===== config.mk =====
export PLATFORM = sky130hd
export DESIGN_NAME = hi_lo_muldiv_unit
export DESIGN_NICKNAME = d
export VERILOG_FILES = /design/src/rtl/libAlu.sv /design/src/rtl/libMulDiv.sv /design/src/rtl/muldiv_iter_core.sv /design/src/rtl/hi_lo_muldiv_unit.sv
export SDC_FILE = /design/constraint.sdc
export NUM_CORES = 1
export LEC_CHECK = 0
export CORE_MARGIN = 8
export CORE_UTILIZATION = 29
export DETAILED_ROUTE_END_ITERATION = 16
export MAX_ROUTING_LAYER = met4
export PLACE_DENSITY = 0.55
export RECOVER_POWER = 50
export SYNTH_ARGS = -nofsm -noshare
export SYNTH_HDL_FRONTEND = slang
export SYNTH_SLANG_ARGS = --single-unit

===== constraint.sdc =====
create_clock -name clock -period 4.15 [get_ports clock]
set_input_delay 0.6225 -clock clock [delete_from_list [all_inputs] [get_ports clock]]
set_output_delay 0.6225 -clock clock [all_outputs]
set_load 0.05 [all_outputs]

===== src/rtl/libAlu.sv =====
// Operation codes shared by the execute-stage units.
package libAlu;

   localparam int unsigned ALU_CTRL_W = 4;

   localparam logic [ALU_CTRL_W-1:0] ALU_ADD  = 4'h0;
   localparam logic [ALU_CTRL_W-1:0] ALU_SUB  = 4'h1;
   localparam logic [ALU_CTRL_W-1:0] ALU_AND  = 4'h2;
   localparam logic [ALU_CTRL_W-1:0] ALU_OR   = 4'h3;
   localparam logic [ALU_CTRL_W-1:0] ALU_XOR  = 4'h4;
   localparam logic [ALU_CTRL_W-1:0] ALU_SLT  = 4'h5;
   localparam logic [ALU_CTRL_W-1:0] ALU_SLL  = 4'h6;
   localparam logic [ALU_CTRL_W-1:0] ALU_SRL  = 4'h7;
   localparam logic [ALU_CTRL_W-1:0] ALU_SRA  = 4'h8;
   localparam logic [ALU_CTRL_W-1:0] ALU_LUI  = 4'h9;
   localparam logic [ALU_CTRL_W-1:0] ALU_MULT = 4'hA;
   localparam logic [ALU_CTRL_W-1:0] ALU_DIV  = 4'hB;
   localparam logic [ALU_CTRL_W-1:0] ALU_MFHI = 4'hC;
   localparam logic [ALU_CTRL_W-1:0] ALU_MFLO = 4'hD;

endpackage


===== src/rtl/libMulDiv.sv =====
// Types and constants for the iterative MULT/DIV engine.
package libMulDiv;

   typedef enum logic [1:0] {
      MD_IDLE   = 2'd0,
      MD_RUN    = 2'd1,
      MD_FINISH = 2'd2
   } mdState_t;

   typedef enum logic {
      MD_MULT = 1'b0,
      MD_DIV  = 1'b1
   } mdOp_t;

   // Fill bit for the LO value written on divide-by-zero (all ones by default).
   localparam logic MD_DIV0_FILL = 1'b1;

endpackage


===== src/rtl/muldiv_iter_core.sv =====
// Radix-2 magnitude datapath: shift-add multiply or restoring divide, one step per i_step.
module muldiv_iter_core
   import libMulDiv::*;
#(
   parameter int unsigned WIDTH = 32
) (
   input  logic               clock,
   input  logic               reset,
   input  mdOp_t              i_op,
   input  logic               i_init,
   input  logic               i_step,
   input  logic [WIDTH-1:0]   i_a,
   input  logic [WIDTH-1:0]   i_b,
   output logic [2*WIDTH-1:0] o_result
);

   localparam int unsigned W2 = 2 * WIDTH;

   mdOp_t             r_op;
   logic [WIDTH-1:0]  r_opnd;
   logic [W2-1:0]     r_acc;

   logic [WIDTH-1:0]  w_hi;
   logic [WIDTH-1:0]  w_lo;
   logic [WIDTH:0]    w_msum;
   logic [W2-1:0]     w_mul_next;
   logic [WIDTH:0]    w_shift;
   logic              w_ge;
   logic [WIDTH-1:0]  w_diff;
   logic [W2-1:0]     w_div_next;

   // Upper half is the running product (MULT) or partial remainder (DIV);
   // lower half holds the multiplier bits still to consume or the quotient being built.
   always_comb begin
      w_hi       = r_acc[W2-1:WIDTH];
      w_lo       = r_acc[WIDTH-1:0];
      w_msum     = {1'b0, w_hi} + (w_lo[0] ? {1'b0, r_opnd} : {(WIDTH+1){1'b0}});
      w_mul_next = {w_msum, w_lo[WIDTH-1:1]};
      w_shift    = {w_hi, w_lo[WIDTH-1]};
      w_ge       = (w_shift >= {1'b0, r_opnd});
      w_diff     = w_shift[WIDTH-1:0] - r_opnd;
      w_div_next = {(w_ge ? w_diff : w_shift[WIDTH-1:0]), w_lo[WIDTH-2:0], w_ge};
   end

   always_ff @(posedge clock) begin
      if (!reset) begin
         r_op   <= MD_MULT;
         r_opnd <= '0;
         r_acc  <= '0;
      end else if (i_init) begin
         r_op   <= i_op;
         r_opnd <= (i_op == MD_MULT) ? i_a : i_b;
         r_acc  <= {{WIDTH{1'b0}}, ((i_op == MD_MULT) ? i_b : i_a)};
      end else if (i_step) begin
         r_acc  <= (r_op == MD_MULT) ? w_mul_next : w_div_next;
      end
   end

   assign o_result = r_acc;

endmodule


===== src/rtl/hi_lo_muldiv_unit.sv =====
// Iterative signed MULT/DIV engine owning HI/LO; stalls the core while an operation runs.
module hi_lo_muldiv_unit
   import libAlu::*;
   import libMulDiv::*;
#(
   parameter int unsigned     WIDTH   = 32,
   parameter logic [WIDTH-1:0] DIV0_LO = {WIDTH{MD_DIV0_FILL}}
) (
   input  logic                  clock,
   input  logic                  reset,
   input  logic                  start,
   input  logic [ALU_CTRL_W-1:0] aluControl,
   input  logic                  regHiLoWrite,
   input  logic [WIDTH-1:0]      operandA,
   input  logic [WIDTH-1:0]      operandB,
   output logic                  busy,
   output logic                  done,
   output logic                  stall,
   output logic [WIDTH-1:0]      hi,
   output logic [WIDTH-1:0]      lo,
   output logic [WIDTH-1:0]      mfResult
);

   localparam int unsigned      W2   = 2 * WIDTH;
   localparam int unsigned      CW   = $clog2(WIDTH);
   localparam logic [CW-1:0]    LAST = CW'(WIDTH - 1);

   mdState_t          r_state;
   mdState_t          w_next;
   logic [CW-1:0]     r_cnt;
   mdOp_t             r_op;
   logic              r_sign_a;
   logic              r_sign_b;
   logic              r_b_zero;
   logic [WIDTH-1:0]  r_a;
   logic [WIDTH-1:0]  r_hi;
   logic [WIDTH-1:0]  r_lo;
   logic              r_done;

   logic              w_accept;
   logic              w_is_mf;
   logic              w_busy;
   mdOp_t             w_op_in;
   logic [WIDTH-1:0]  w_a_mag;
   logic [WIDTH-1:0]  w_b_mag;
   logic              w_init;
   logic              w_step;
   logic [W2-1:0]     w_raw;
   logic [W2-1:0]     w_prod;
   logic [WIDTH-1:0]  w_q;
   logic [WIDTH-1:0]  w_r;
   logic [WIDTH-1:0]  w_fin_hi;
   logic [WIDTH-1:0]  w_fin_lo;

   assign w_accept = start & regHiLoWrite & ((aluControl == ALU_MULT) | (aluControl == ALU_DIV));
   assign w_is_mf  = (aluControl == ALU_MFHI) | (aluControl == ALU_MFLO);
   assign w_busy   = (r_state != MD_IDLE);
   assign w_op_in  = (aluControl == ALU_DIV) ? MD_DIV : MD_MULT;
   // Unsigned magnitudes: the most negative value maps to 2^(WIDTH-1) without overflow.
   assign w_a_mag  = operandA[WIDTH-1] ? (-operandA) : operandA;
   assign w_b_mag  = operandB[WIDTH-1] ? (-operandB) : operandB;
   assign w_init   = (r_state == MD_IDLE) & w_accept;
   assign w_step   = (r_state == MD_RUN);

   always_ff @(posedge clock) begin
      if (!reset) r_state <= MD_IDLE;
      else        r_state <= w_next;
   end

   always_comb begin
      w_next = r_state;
      case (r_state)
         MD_IDLE:   if (w_accept) w_next = MD_RUN;
         MD_RUN:    if (r_cnt == LAST) w_next = MD_FINISH;
         MD_FINISH: w_next = MD_IDLE;
         default:   w_next = MD_IDLE;
      endcase
   end

   muldiv_iter_core #(.WIDTH(WIDTH)) u_core (
      .clock    (clock),
      .reset    (reset),
      .i_op     (w_op_in),
      .i_init   (w_init),
      .i_step   (w_step),
      .i_a      (w_a_mag),
      .i_b      (w_b_mag),
      .o_result (w_raw)
   );

   // Sign correction of the raw magnitude result (C truncation semantics for DIV).
   always_comb begin
      w_prod   = (r_sign_a ^ r_sign_b) ? (-w_raw) : w_raw;
      w_q      = w_raw[WIDTH-1:0];
      w_r      = w_raw[W2-1:WIDTH];
      w_fin_hi = w_prod[W2-1:WIDTH];
      w_fin_lo = w_prod[WIDTH-1:0];
      if (r_op == MD_DIV) begin
         if (r_b_zero) begin
            w_fin_hi = r_a;
            w_fin_lo = DIV0_LO;
         end else begin
            w_fin_hi = r_sign_a ? (-w_r) : w_r;
            w_fin_lo = (r_sign_a ^ r_sign_b) ? (-w_q) : w_q;
         end
      end
   end

   always_ff @(posedge clock) begin
      if (!reset) begin
         r_cnt    <= '0;
         r_op     <= MD_MULT;
         r_sign_a <= 1'b0;
         r_sign_b <= 1'b0;
         r_b_zero <= 1'b0;
         r_a      <= '0;
         r_hi     <= '0;
         r_lo     <= '0;
         r_done   <= 1'b0;
      end else begin
         r_done <= (r_state == MD_FINISH);
         if (w_init) begin
            r_cnt    <= '0;
            r_op     <= w_op_in;
            r_sign_a <= operandA[WIDTH-1];
            r_sign_b <= operandB[WIDTH-1];
            r_b_zero <= (operandB == '0);
            r_a      <= operandA;
         end else if (r_state == MD_RUN) begin
            r_cnt    <= r_cnt + CW'(1);
         end else if (r_state == MD_FINISH) begin
            r_hi     <= w_fin_hi;
            r_lo     <= w_fin_lo;
         end
      end
   end

   assign busy     = reset & w_busy;
   assign stall    = reset & (w_busy | w_init | (w_is_mf & w_busy));
   assign done     = r_done;
   assign hi       = r_hi;
   assign lo       = r_lo;
   assign mfResult = (aluControl == ALU_MFHI) ? r_hi :
                     (aluControl == ALU_MFLO) ? r_lo : '0;

endmodule


==> run_1/flops_by_reg.png <==
The bar under the picture is 100 µm long. Other sequential cells in the stronger gray, the rest of the logic in the fainter gray.
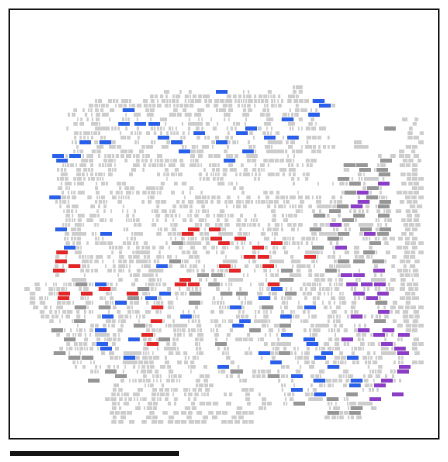
- blue: u_core.o_result (sequential cells 64)
- purple: lo (sequential cells 32)
- red: r_a (sequential cells 31)
- not colored: 76
final core occ: 35.6%
proportion of cell area occupied by registers: 20.4%
Power Sequential: 2.01 mW
flip-flop and latch area: 0.00407 mm²

==> run_1/wires.png <==
The bar under the picture is 100 µm long.
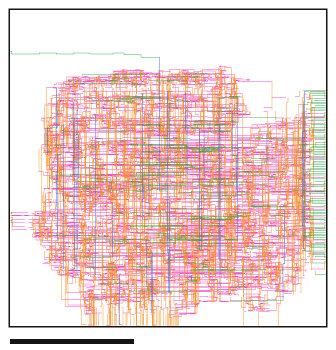
- orange: metal 2 (wire length 30.1 mm)
- blue: metal 4 (wire length 2,670 µm)
- magenta: metal 1 (wire length 30.8 mm)
- green: metal 3 (wire length 4,930 µm)
post-DR wirelength/cell: 22.0 µm
Total Routed Length: 68.5 mm
via total after detailed routing: 17,313
GRT Util Overall: 21.0%

==> run_1/metal_density.png <==
The bar under the picture is 100 µm long. 25 x 25 tiles, from dark blue (low) to red (high), scaled to the fullest tile. Values are wire area over tile area, all layers added.
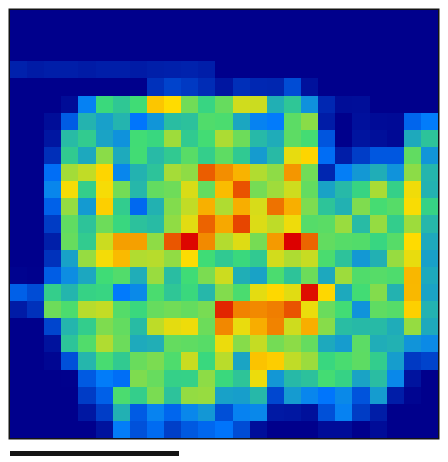
- densest ninth of the die: middle
- emptiest ninth of the die: top right
- tiles over half the peak: 33%
- mean over tiles: 0.17

==> run summary, run 1 <==
Implementation status.

- The met3 routing resource usage after global routing is 2.18%.
- The clock-pin slew on the worst setup and hold paths is 0.06 ns.
- After clock tree synthesis, the repair step resized 0 gates.
- Per the TritonCTS log, the buffer count is 26.
- The last timing report of the flow puts the setup violation total at 0.
- Looking at the VDD voltage map, the peak drop is 0.000268 V.
- The total leakage power is 7.70 nW.
- The worst setup path is of the in2reg kind.
- The synthesis run shows multiplexers occupying 3.49% of the cell area.
- The horizontal die dimension reported for this design is 254 µm.
- The maximum number of pins on one net before global-route repair is 136.
- The critical path endpoint has a required time of 4.66 ns.
- The area fraction in compound gates after synthesis is 30.4%.
- The number of clock sinks is 203.
- The detailed-route wire length on metal 1 is 30.8 mm.
- Yosys shows that the main logic family after synthesis is AND-OR/OR-AND gates.
- The initial antenna violation count is 2.
- The endpoint of the worst setup timing path is u_core.r_opnd[27].
- The cell count after synthesis is 2,223.
- The TritonCTS clock tree is done.
- The worst register-to-register path has a depth of 15.
- The count of buffers added by post-CTS timing repair for setup is 0.
- The power per standard cell area is 277 mW/mm².
- The switching share of power is 31.1%.
- Ranked by total cell area, the synthesized netlist is headed by dfxtp_1 (25%), nand2_1 (6.7%), xnor2_1 (6.0%).
- The area of all placed cells without fillers is 0.0200 mm².
- The count of placed standard cells including taps is 3,073.
- For reference, XOR and XNOR gates occupy 10.7% of the area reported after synthesis.
- The register with the most flip-flops in the layout has 64 of them.
- The number of pins with negative max-slew slack in the final report is 196.
- The final critical path takes up 92.5% of the cycle.
- The placement-stage cell area is 0.0192 mm².
- The overall power after layout is 5.55 mW.
- The capture endpoint of the worst hold path is r_a[27].
- The number of violations of the max-capacitance limit is 3.
- During I/O placement, the number of pins put on the boundary was 171.
- The pin closest to its max-slew limit shows a slew of 1.87 ns.
- The maximum clock skew at final layout is 0.0183 ns.
- Buffers inserted to repair hold after CTS numbered 0.
- Setup repair after global routing left no endpoint under its margin.
- For the finished layout, the period the worst path requires is 3.84 ns.
- The part of the total power dissipated in sequential elements is 36.2%.
- The post-synthesis simple-gate area fraction is 19.8%.
- The number of library cell types mapped by synthesis is 78.
- The start point of the worst min-delay path is r_a[27].
- The non-filler instance count after layout is 3,118.
- The clock network fraction of design power is 41.7%.
- The synthesized flop and latch total is 203.
- The clock tree root buffer cell is clkbuf_16.
- The final reports fail on max-capacitance violations, max-slew violations.
- The yosys synthesis warning count is 0.
- The relative area change from synthesis to final layout is 21.8%.
- The logs give a warning total of 28.
- The layout cell share with drive strength beyond 1 is 7.87%.
- The met1 track utilization from global routing is 28.4%.
- The overall die size recorded for this design is 0.0645 mm².
- The beginning of the critical path is aluControl[1].
- The area fraction of the largest cell type after synthesis is 24.8%.
- The clock latency reported for the late side of the worst-skew pair is 0.56 ns.
- The flow ran to the end, but the final reports show violations.
- The source of the worst register-to-register timing path is u_core.o_result[31].
- The worst slew margin relative to its limit is -25.0%.
- The chip area in the Yosys report is 0.0164 mm².
- Row generation in the floorplan step produced 87 rows.
- Per the synthesis report, the adder-cell share of the synthesized area is 5.58%.
- Once iteration 0 of detailed routing completed, the report listed 1,519 DRC markers.
- The worst hold path passes through 2 cells.
- The min-delay analysis places its worst path in the category reg2reg.
- For reference, the final report shows the hold violation count at 0.
- The flow reports that combinational logic draws 22.1% of the design power.
- The kind of start point of the critical path is a primary input.
- Ranking logic cells in the layout by count gives the top entries nand2_1 (292), dfxtp_1 (201), nor2_1 (185).
- The leftover overflow at the end of global routing is 0.
- The top metal layer carrying routed signals is met4.
- The floorplan step set the die height to 254 µm.
- The cell type with the largest total area after synthesis is dfxtp_1.
- The detailed route wirelength on metal2 is 30.1 mm.
-- run 1: area by class of cell --
class	instances	area, µm²	share of cell area [%]
multi-input cells	1797	11500	57.6
flip-flops and latches	203	4070	20.4
repair buffers	263	2400	12.0
well taps	756	946	4.73
clock buffers	35	704	3.52
inverters	54	203	1.01
clock inverters	10	146	0.732
-- run 1: worst max-delay path, stage by stage --
cell and delay, ns:
dlygate4sd3_1 0.64, nand2_1 0.08, nor2_1 0.31, and3_1 0.32, and2_2 0.19, clkbuf_2 1.15, nand2_1 0.54, o221ai_1 0.32
and2_1 0.15
-- run 1: stage by stage --
step	util, %	worst slack [ns]
finish	35.6	0.309
detailed placement	34.2	0.291
global placement	34.2	0.317
CTS	35.7	0.460
global route	35.6	0.0872
floorplan	-	0.980
==> run 2: changes to the inputs <==
- SKIP_LAST_GASP: default -> 1
- clock period: 4.15 -> 4.9 ns (I/O delays scaled with it)
==> run_2/wires.png <==
The bar under the picture is 100 µm long.
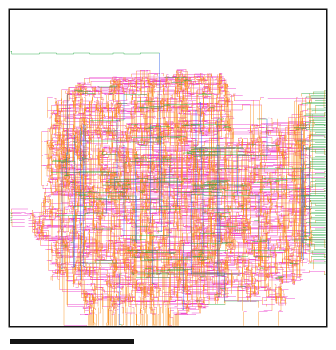
- blue: metal 4 (wire length 2,310 µm)
- green: metal 3 (wire length 4,070 µm)
- magenta: metal 1 (wire length 30.8 mm)
- orange: metal 2 (wire length 29.7 mm)
post-DR wirelength/cell: 21.8 µm
Total Routed Length: 66.9 mm
GRT Util Overall: 20.5%
via total after detailed routing: 16,984

==> run_2/metal_density.png <==
The bar under the picture is 100 µm long. 25 x 25 tiles, from dark blue (low) to red (high), scaled to the fullest tile. Values are wire area over tile area, all layers added.
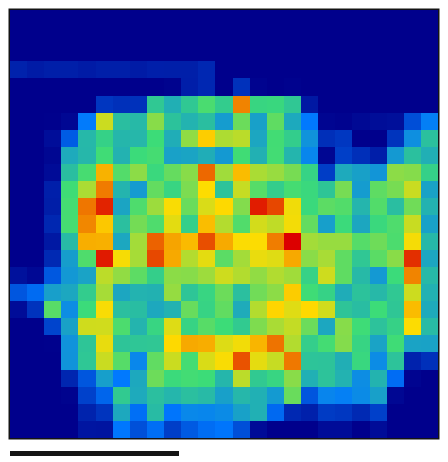
- emptiest ninth of the die: top right
- tiles over half the peak: 29%
- nearly empty tiles: 30%

==> run_2/congestion.png <==
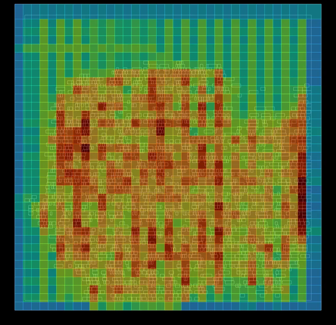
met1 usage in global routing: 27.6%
layer with the highest usage: met2
met2 Use GR: 32.0%
fraction of met3 tracks used by global routing: 1.97%

==> run summary, run 2 <==
Implementation status.

- The horizontal die dimension is 254 µm (unchanged).
- The worst hold slack across all endpoints was 0.460 ns (was 0.458 ns).
- The area of the core region is 0.0562 mm² (unchanged).
- The share of Yosys cell area claimed by the top area cell type came to 24.8% (unchanged).
- The setup TNS after final layout came to 0 ns (unchanged).
- The number of DRC markers in iteration 0 is 1,368 (was 1,519).
- The non-filler instance count after layout came to 3,070 (was 3,118).
- The final tally of hold violations came to 0 (unchanged).
- The height of the chip came to 254 µm (unchanged).
- The relative area change from synthesis to final layout was 19.9% (was 21.8%).
- The start-to-end type of the worst setup path is reg2reg (was in2reg).
- The post-detailed-route via-to-cell ratio is 5.53 (was 5.55).
- The relative contribution of combinational cells to total power is 21.0% (was 22.1%).
- The number of violations of the max-capacitance limit came to 2 (was 3).
- The count of placed standard cells including taps is 3,028 (was 3,073).
- The highest net fanout along the worst path is 44 (was 76).
- The upper clock frequency limit is 249 MHz.
- The net load switching power was 1.43 mW (was 1.72 mW).
- The total setup violations reported at the end of the flow is 0 (unchanged).
- The power dissipated in sequential cells is 1.70 mW (was 2.01 mW).
- The cell count after synthesis came to 2,223 (unchanged).
- The flip-flop count of the largest register after layout is 64 (unchanged).
- The routability congestion estimate from global placement is 0.943 (was 0.939).
- The clock tree root buffer cell is clkbuf_16 (unchanged).
- The slew at the pin closest to its max-slew limit was 2.02 ns (was 1.87 ns).
- The start point of the worst min-delay path is reset (was r_a[27]).
- Leading cell types in the layout, fill and taps excluded: nand2_1 (292), dfxtp_1 (201), nor2_1 (185) (unchanged).
- The quantity of gates resized following cts is 0 (unchanged).
- The tally of filler cells in the layout is 5,962 (was 6,012).
- The worst reg2reg path depth was 6 (was 15).
- The number of pins with negative max-slew slack in the final report is 83 (was 196).
- The leftover overflow at the end of global routing was 0 (unchanged).
- Status: finished with violations (unchanged).
- The number of buffers created by CTS came to 26 (unchanged).
- The post-synthesis share of cell area spent on full adders, half adders and majority gates is 5.58% (unchanged).
- The reg2reg setup slack is 0.88 ns (was 0.36 ns).
- The clock latency reported for the late side of the worst-skew pair came to 0.57 ns (was 0.56 ns).
- The dominant kind of combinational cell is AND-OR/OR-AND gates (unchanged).
- Leading cell types by count after synthesis: nand2_1 (294), dfxtp_1 (203), nor2_1 (185) (unchanged).
- The post-synthesis simple-gate area fraction is 19.8% (unchanged).
- The synthesized area was 0.0164 mm² (unchanged).
- Failing checks: max-capacitance violations, max-slew violations (unchanged).
- The capture endpoint of the worst hold path is hi[17] (was r_a[27]).
- The final period demand of the worst path is 4.02 ns.
- The wire length of the first global-routing pass is 99.7 mm (was 103 mm).
- The gate family responsible for the most delay along the worst path was buffers and inverters (unchanged).
- The maximum root-to-sink buffer count is 3 (unchanged).
- The endpoint of the worst setup timing path is u_core.o_result[30] (was u_core.r_opnd[27]).
- The layout cell share with drive strength beyond 1 is 5.66% (was 7.87%).
- The via count of the first global-routing pass is 15,823 (was 16,311).
- The worst endpoint required time is 5.37 ns (was 4.66 ns).
- Critical path cell sequence: nor2b_1 > clkbuf_1 > o211ai_1 > o21ai_0 > o22ai_1 > o21a_1 (was dlygate4sd3_1 > nand2_1 > nor2_1 > and3_1 > and2_2 > clkbuf_2 > nand2_1 > o221ai_1 > and2_1).
- The TritonCTS clock tree is done (unchanged).
- The reg-to-reg endpoint is u_core.o_result[30] (was u_core.o_result[60]).
- The effective utilization at floorplan is 29.2% (unchanged).
- The library cell contributing the largest single delay on the critical path is clkbuf_1 (was clkbuf_2).
- The total leakage power is 7.46 nW (was 7.70 nW).
- Setup repair after global routing missed its margin: false (unchanged).
- The number of buffers added on ports is 170 (unchanged).
- The cell-internal power is 3.25 mW (was 3.82 mW).
- The count of flip-flops with a built-in enable after synthesis came to 0 (unchanged).
- The overall die area is 0.0645 mm² (unchanged).
- Main area contributors: dfxtp_1 (25%), nand2_1 (6.7%), xnor2_1 (6.0%) (unchanged).
- The sequential fraction of the synthesis area is 24.8% (unchanged).
- The kind of start point of the critical path is a flop (was primary input).
- The yosys synthesis warning count is 0 (unchanged).
- The initial antenna violation count is 1 (was 2).
- The placement-stage cell area is 0.0188 mm² (was 0.0192 mm²).
- The count of buffering cells on the critical path with inverters included is 1 (was 2).
- The post-placement worst setup slack was 0.872 ns (was 0.291 ns).
- The number of diodes is 0 (unchanged).
- The clock group power came to 1.99 mW (was 2.31 mW).
- The power per standard cell area is 238 mW/mm² (was 277 mW/mm²).
- The number of DRC violations after detailed routing is 0 (unchanged).
- The path class of the lowest-slack min-delay path is in2reg (was reg2reg).
- The endpoint class of the critical path is a flop (unchanged).
- The number of I/O pins is 171 (unchanged).
- The cell total in the yosys stat output came to 2,223 (unchanged).
- The chip area in the Yosys report is 0.0164 mm² (unchanged).
- The number of library cell types mapped by synthesis was 78 (unchanged).
- The maximum clock skew at final layout is 0.0311 ns (was 0.0183 ns).
- The cell type with the largest total area after synthesis is dfxtp_1 (unchanged).
- The site row count came to 87 (unchanged).
- The final setup slack of the worst path is 0.880 ns (was 0.309 ns).
- The post-route clock period utilization is 82.0%.
- The area of all placed cells without fillers is 0.0197 mm² (was 0.0200 mm²).
- The detailed-placement wirelength estimate is 51.8 mm (was 53.6 mm).
- The biggest cell delay along the critical path is 1.51 ns (was 1.15 ns).
- The stage-log warning count was 28 (unchanged).
- The post-synthesis share of cell area spent on xor and xnor gates is 10.7% (unchanged).
- The fraction of registers with async set or reset after synthesis came to 0% (unchanged).
- The source of the worst register-to-register timing path is r_state[0] (was u_core.o_result[31]).
- The highest-count logic cell in the final layout is nand2_1 (unchanged).
- The maximum VDD drop is 0.000204 V (was 0.000268 V).
- The clock network fraction of design power is 42.5% (was 41.7%).
- The number of levels in the clock H-tree was 1 (unchanged).
- The most used flip-flop cell after synthesis is dfxtp_1 (unchanged).
- The count of buffers added by post-CTS timing repair for setup is 0 (unchanged).
- The arrival time of the worst setup path is 4.49 ns (was 4.35 ns).
- The most instantiated library cell after synthesis is nand2_1 (unchanged).
- The hold buffer count at CTS is 0 (unchanged).
- The multiplexer share of the synthesized area is 3.49% (unchanged).
- The power in combinational cells is 0.982 mW (was 1.23 mW).
- The switching share of power is 30.5% (was 31.1%).
- The cell count of the worst hold path is 2 (unchanged).
- The clock-pin slew on the worst setup and hold paths was 0.06 ns (about the same).
- The number of routed nets with antenna violations is 0 (unchanged).
- The number of nets at the end of the flow is 2,444 (was 2,489).
- The part of the total power dissipated in sequential elements is 36.5% (was 36.2%).
- The maximum number of pins on one net before global-route repair is 136 (unchanged).
- The area fraction in compound gates after synthesis is 30.4% (unchanged).
- The biggest power consumer among the groups is the clock network (unchanged).
- The number of clock sinks was 203 (unchanged).
- The beginning of the critical path is r_state[0] (was aluControl[1]).
- The worst slew margin relative to its limit is -34.9% (was -25.0%).
- The synthesized flop and latch total came to 203 (unchanged).
- The count of TritonRoute iterations in the first routing pass is 5 (unchanged).
- The cell depth of the worst setup path is 6 (was 9).
- The net count after synthesis was 2,367 (unchanged).
- The mean area per synthesized cell is 7.38 µm² (unchanged).
==> run 2: final cells by class <==
class	count	area [µm²]	share of cell area, %
clock inverters	8	129	0.655
flip-flops and latches	203	4070	20.7
multi-input cells	1797	11500	58.6
inverters	54	203	1.03
clock buffers	34	741	3.76
repair buffers	218	2070	10.5
well taps	756	946	4.81
==> run 2: metal layers <==
layer | track usage [%] | routed length [µm] | vias up
met3 | 1.97 | 4070 | 97
met5 | - | 0 | -
li1 | - | - | 8121
met2 | 32.0 | 29700 | 587
met1 | 27.6 | 30800 | 8179
met4 | 6.80 | 2310 | 0
==> run 2: through the flow <==
step | power [mW] | utilization [%]
after global placement | 2.71 | 33.5
after CTS | 4.70 | 35.1
after detailed placement | 2.71 | 33.5
after global routing | 4.86 | 35.0
final | 4.68 | 35.0
after floorplan | 2.37 | -
Power and IR drop assume default switching activity.
